**Gate-type map**

(2 px per um)
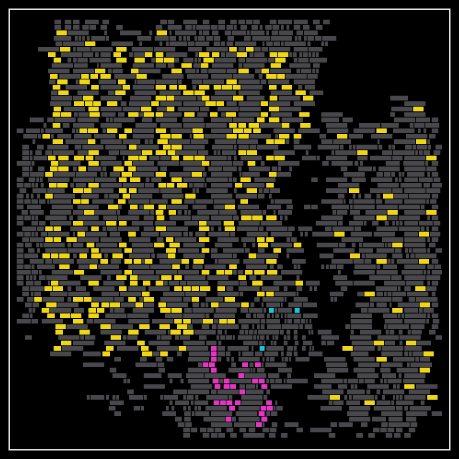
**Zoomed window**

Region (95, 139) to (125, 169) um. Cells in gray, sequential cells in the stronger gray; small squares are vias.
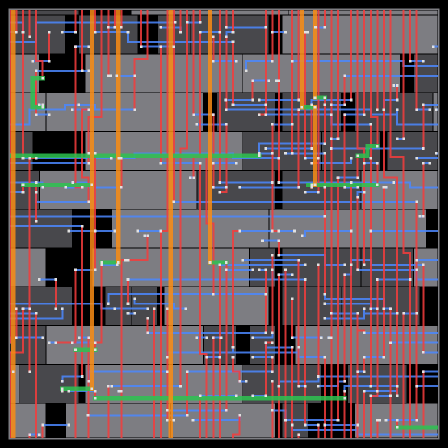
<file path="config.mk">
export PLATFORM = sky130hd
export DESIGN_NAME = mult_div_rs
export DESIGN_NICKNAME = d
export VERILOG_FILES = /design/src/rtl/mult_div_rs.sv
export SDC_FILE = /design/constraint.sdc
export NUM_CORES = 1
export LEC_CHECK = 0
export ABC_AREA = 0
export CORE_MARGIN = 3
export CORE_UTILIZATION = 54
export CTS_CLUSTER_SIZE = 25
export DETAILED_ROUTE_END_ITERATION = 8
export MAX_ROUTING_LAYER = met4
export PLACE_DENSITY = 0.88
export SETUP_SLACK_MARGIN = 0.1
export SLEW_MARGIN = 0
export SYNTH_ARGS = -nofsm -noshare
export SYNTH_HDL_FRONTEND = slang
export SYNTH_SLANG_ARGS = --single-unit
export TNS_END_PERCENT = 30
</file>
<file path="constraint.sdc">
create_clock -name clk -period 6 [get_ports clk]
set_clock_uncertainty 0.2 [all_clocks]
set_input_delay 1.5 -clock clk [delete_from_list [all_inputs] [get_ports clk]]
set_output_delay 1.5 -clock clk [all_outputs]
set_load 0.02 [all_outputs]
</file>
<file path="src/rtl/mult_div_rs.sv">
// mult_div_rs: reservation station in front of an RV32M multiply/divide unit.
// It holds up to RS_DEPTH dispatched instructions. Operands that are not ready
// are woken up by CDB broadcasts. The oldest ready entry is issued whenever the
// unit is idle or is completing its current operation.
//
// Parameters: RS_DEPTH (entries, 2..8), ROB_DEPTH (TAGW = $clog2(ROB_DEPTH)).
// Ports:
//   clk, rst (sync, active-high), flush         - clock, reset, squash waiting entries
//   dispatch_*, rs1_*/rs2_* (ready/tag/data)    - dispatch request and operands
//   rs_full                                     - all entries occupied (combinational)
//   cdb_valid/cdb_tag/cdb_data                  - result broadcast bus
//   mult_div_instr_in, rs1_v, rs2_v, rob_tag    - registered issue payload, held until next issue
//   mult_div_en                                 - one-cycle issue strobe
//   mult_div_resp                               - unit finished its operation
// Build option: define MDRS_CDB_ISSUE_BYPASS_EN to let an entry issue in the same
// cycle that the CDB supplies its last missing operand.
module mult_div_rs #(
  parameter int RS_DEPTH  = 4,
  parameter int ROB_DEPTH = 8,
  localparam int TAGW     = $clog2(ROB_DEPTH)
) (
  input  logic            clk,
  input  logic            rst,
  input  logic            flush,
  input  logic            dispatch_valid,
  input  logic [31:0]     dispatch_instr,
  input  logic [TAGW-1:0] dispatch_rob_tag,
  input  logic            rs1_ready,
  input  logic            rs2_ready,
  input  logic [TAGW-1:0] rs1_tag,
  input  logic [TAGW-1:0] rs2_tag,
  input  logic [31:0]     rs1_data,
  input  logic [31:0]     rs2_data,
  output logic            rs_full,
  input  logic            cdb_valid,
  input  logic [TAGW-1:0] cdb_tag,
  input  logic [31:0]     cdb_data,
  output logic [31:0]     mult_div_instr_in,
  output logic [31:0]     rs1_v,
  output logic [31:0]     rs2_v,
  output logic [TAGW-1:0] rob_tag,
  output logic            mult_div_en,
  input  logic            mult_div_resp
);
  localparam int IDXW = $clog2(RS_DEPTH);

  logic [RS_DEPTH-1:0] valid, r1, r2;
  logic [31:0]         instr [RS_DEPTH];
  logic [31:0]         v1    [RS_DEPTH];
  logic [31:0]         v2    [RS_DEPTH];
  logic [TAGW-1:0]     dtag  [RS_DEPTH];
  logic [TAGW-1:0]     t1    [RS_DEPTH];
  logic [TAGW-1:0]     t2    [RS_DEPTH];
  // older[i][j] = 1 when entry i was dispatched before entry j.
  logic [RS_DEPTH-1:0] older [RS_DEPTH];
  logic                busy;

  logic [RS_DEPTH-1:0] hit1, hit2, elig, oldest;
  logic                free_found, do_issue, do_dispatch;
  logic [IDXW-1:0]     free_idx, iss_idx;
  logic [31:0]         iss_v1, iss_v2;
  logic                d1_rdy, d2_rdy;
  logic [31:0]         d1_val, d2_val;

  assign rs_full = &valid;

  always_comb begin
    hit1       = '0;
    hit2       = '0;
    elig       = '0;
    oldest     = '0;
    free_found = 1'b0;
    free_idx   = '0;
    iss_idx    = '0;
    for (int unsigned i = 0; i < RS_DEPTH; i++) begin
      hit1[i] = cdb_valid && valid[i] && !r1[i] && (t1[i] == cdb_tag);
      hit2[i] = cdb_valid && valid[i] && !r2[i] && (t2[i] == cdb_tag);
`ifdef MDRS_CDB_ISSUE_BYPASS_EN
      elig[i] = valid[i] && (r1[i] || hit1[i]) && (r2[i] || hit2[i]);
`else
      elig[i] = valid[i] && r1[i] && r2[i];
`endif
      if (!valid[i] && !free_found) begin
        free_found = 1'b1;
        free_idx   = IDXW'(i);
      end
    end
    // An eligible entry is oldest when no other eligible entry predates it.
    for (int unsigned i = 0; i < RS_DEPTH; i++) begin
      oldest[i] = elig[i];
      for (int unsigned j = 0; j < RS_DEPTH; j++)
        if (j != i && elig[j] && older[j][i]) oldest[i] = 1'b0;
    end
    for (int unsigned i = 0; i < RS_DEPTH; i++)
      if (oldest[i]) iss_idx = IDXW'(i);

    do_issue    = (|elig) && (!busy || mult_div_resp) && !flush;
    do_dispatch = dispatch_valid && !rs_full && !flush;

    iss_v1 = v1[iss_idx];
    iss_v2 = v2[iss_idx];
`ifdef MDRS_CDB_ISSUE_BYPASS_EN
    if (hit1[iss_idx]) iss_v1 = cdb_data;
    if (hit2[iss_idx]) iss_v2 = cdb_data;
`endif

    d1_rdy = rs1_ready || (cdb_valid && (cdb_tag == rs1_tag));
    d2_rdy = rs2_ready || (cdb_valid && (cdb_tag == rs2_tag));
    d1_val = rs1_ready ? rs1_data : cdb_data;
    d2_val = rs2_ready ? rs2_data : cdb_data;
  end

  always_ff @(posedge clk) begin
    if (rst) begin
      valid             <= '0;
      busy              <= 1'b0;
      mult_div_en       <= 1'b0;
      mult_div_instr_in <= '0;
      rs1_v             <= '0;
      rs2_v             <= '0;
      rob_tag           <= '0;
    end else begin
      for (int unsigned i = 0; i < RS_DEPTH; i++) begin
        if (hit1[i]) begin
          r1[i] <= 1'b1;
          v1[i] <= cdb_data;
        end
        if (hit2[i]) begin
          r2[i] <= 1'b1;
          v2[i] <= cdb_data;
        end
      end

      mult_div_en <= do_issue;
      if (do_issue) begin
        valid[iss_idx]    <= 1'b0;
        mult_div_instr_in <= instr[iss_idx];
        rs1_v             <= iss_v1;
        rs2_v             <= iss_v2;
        rob_tag           <= dtag[iss_idx];
        busy              <= 1'b1;
      end else if (mult_div_resp) begin
        busy <= 1'b0;
      end

      // The free slot is never the issuing slot, so both may update together.
      if (do_dispatch) begin
        valid[free_idx] <= 1'b1;
        instr[free_idx] <= dispatch_instr;
        dtag[free_idx]  <= dispatch_rob_tag;
        r1[free_idx]    <= d1_rdy;
        t1[free_idx]    <= rs1_tag;
        v1[free_idx]    <= d1_val;
        r2[free_idx]    <= d2_rdy;
        t2[free_idx]    <= rs2_tag;
        v2[free_idx]    <= d2_val;
        for (int unsigned j = 0; j < RS_DEPTH; j++) begin
          older[free_idx][j] <= 1'b0;
          if (j != 32'(free_idx)) older[j][free_idx] <= 1'b1;
        end
      end

      if (flush) valid <= '0;
    end
  end
endmodule

</file>
==> run notes <==
Figures from the flow reports.

Power and ir drop:
- Per report_power, the top consumer among the power groups is registers.
- The run gives the share of total power in sequential cells as 51.4%.
- The run gives the clock power share as 42.9%.
- Internal power comes to 6.328 mW.
- The run gives the proportion of total power due to net switching as 21.07%.
- Looking at the VDD voltage map, the peak drop is 217.7 uV.
- The run gives the power of the sequential group as 4.12 mW.
- The power report puts the net switching power at 1.689 mW.
- The run puts the power per cell area at 275.1 nW/um^2.

Global route:
- The run puts the initial antenna violation count at 4.
- The run gives the layer with the highest usage after global routing as met2.
- The run gives the sum of overflow across all layers after global routing as 0.
- The run gives the fraction of met2 tracks used by global routing as 43.29%.
- The run gives the met3 global-route usage as 4.399%.
- The run gives the via count of the first global-routing pass as 15.19k.
- Global routing used 32.08% of the available met1 tracks.

Floorplanning:
- The run gives the core region area as 44610 um^2.
- The run gives the floorplan core density as 55.19%.
- The run puts the number of well taps at 592.
- The floorplan has 77 rows.
- The run gives the count of pins on the block boundary as 249.

Synth:
- The run gives the main flop type after synthesis as sky130_fd_sc_hd__edfxtp_1.
- The run gives the post-synth tally of flip-flops with integrated enable as 428.
- The run puts the number of cells in the yosys synthesis report at 1565.
- The synthesized netlist has a Yosys-reported chip area of 24620 um^2.
- In this run the cell area of the synthesized design comes to 24620 um^2.
- The main area contributors are sky130_fd_sc_hd__edfxtp_1, sky130_fd_sc_hd__mux2_4, sky130_fd_sc_hd__dfxtp_1, sky130_fd_sc_hd__mux2_2, sky130_fd_sc_hd__a221oi_2.
- The run puts the area fraction in full adders, half adders and majority gates at 0%.
- The run puts the net count of the mapped netlist at 1713.
- By count the netlist is led by sky130_fd_sc_hd__edfxtp_1, sky130_fd_sc_hd__mux2_4, sky130_fd_sc_hd__mux2_2.
- The run puts the unique cell type count in the Yosys netlist at 42.
- The run puts the average footprint of a synthesized cell at 15.73 um^2.
- The run gives the simple-gate portion of the synthesized area as 4.498%.
- The run puts the xor/xnor share of the synthesized area at 1.067%.

Setup path:
- The launch point of the worst register-to-register path is recorded as valid[0].
- The run gives the total number of cells along the worst setup path as 4.
- Looking at the setup timing report, the critical path kind is input pin to register.
- Along the worst path, the maximum fanout reaches 32.
- The run puts the worst path buffer plus inverter count at 1.
- The endpoint identified for the worst register-to-register timing path is rs2_v[26].
- The run gives the data arrival time of the critical path as 4540 ps.
- The run puts the largest stage delay on the critical path at 1120 ps.

STA:
- The run puts the count of endpoints failing hold in the final timing report at 0.
- The run gives the final critical-path share of the clock period as 73.33%.
- Setup repair after global routing left no endpoint under its margin.
- The run puts the maximum clock frequency at 227.3 MHz.
- The run puts the shortest period the worst path allows at 4400 ps.
- The run gives the final critical-path setup slack as 1600 ps.

Routing:
- The run gives the routed wire length per instance as 25.57 um.
- The run gives the met3 layer wire length in the routed design as 4575 um.
- The run gives the number of DRC markers in iteration 0 as 1258.
- The run gives the number of vias per cell as 6.155.
- The run puts the sum of met2 wire segment lengths after detailed routing at 31060 um.
- The run gives the number of nets with antenna violations after routing as 0.
- The run puts the routed length on met1 at 24250 um.

Finish:
- Once layout is done, the placed cells without fillers occupy 29140 um^2.
- Per the cell usage report, the commonest logic cell in the layout is sky130_fd_sc_hd__edfxtp_1.
- The run puts the combinational fraction of the cell area at 30.05%.
- The run puts the share of cells above drive strength 1 at 31.33%.
- The run puts the flop share of the area at 51.93%.
- The run puts the utilization after layout at 65.33%.
- The layout report lists the multi-input gate area as 8758 um^2.
- 886 cells are multi-input combinational gates.
- The run puts the relative area of non-clock buffer cells in the final design at 8.921%.
- After the last flow step, the layout net total stands at 1913.
- The largest registers in the layout are instr x128, v1 x128, v2 x128.
- The run puts the layout filler cell count at 2974.

Clocking:
- The run gives the number of buffers inserted by post-CTS setup repair as 0.
- The run gives the clock buffer count from CTS as 56.
- The run puts the post-CTS clock slew at the launch and capture registers of the worst setup and hold paths at 60 ps.
- The run gives the count of instances resized after the clock tree is built as 0.
- The run puts the clock latency reported for the late side of the worst-skew pair at 620 ps.
- Per the CTS log, the buffer count on the longest clock path is 3.

Placement:
- Before CTS, the worst setup slack after placement is 1015 ps.
- The run gives the number of port buffers as 248.
- The run gives the placed wire-length estimate as 35740 um.

Hold path:
- According to the hold report, the worst path is of the register to register type.

Run:
- The tool warning count for the run is 28.

Run status:
- The flow ran to the end, and the final reports show no timing, DRC or antenna violations.
Notes on 'gate-type map' above:
family	color	cells
XOR/XNOR gates	magenta	30
multiplexers	yellow	355
AND-OR and OR-AND gates	cyan	3

Notes on 'zoomed window' above:
layer	color
met1	blue
met2	red
met4	orange
met3	green
cells with their middle in the window	42
sequential cells in the window	16
most frequent	edfxtp_1 (13), mux2_2 (8), mux2_4 (6)
netlist names of flops here include	v2 (9), dtag (3), rob_tag (2)

No activity file was given, so power comes from the tool's default toggle rates.
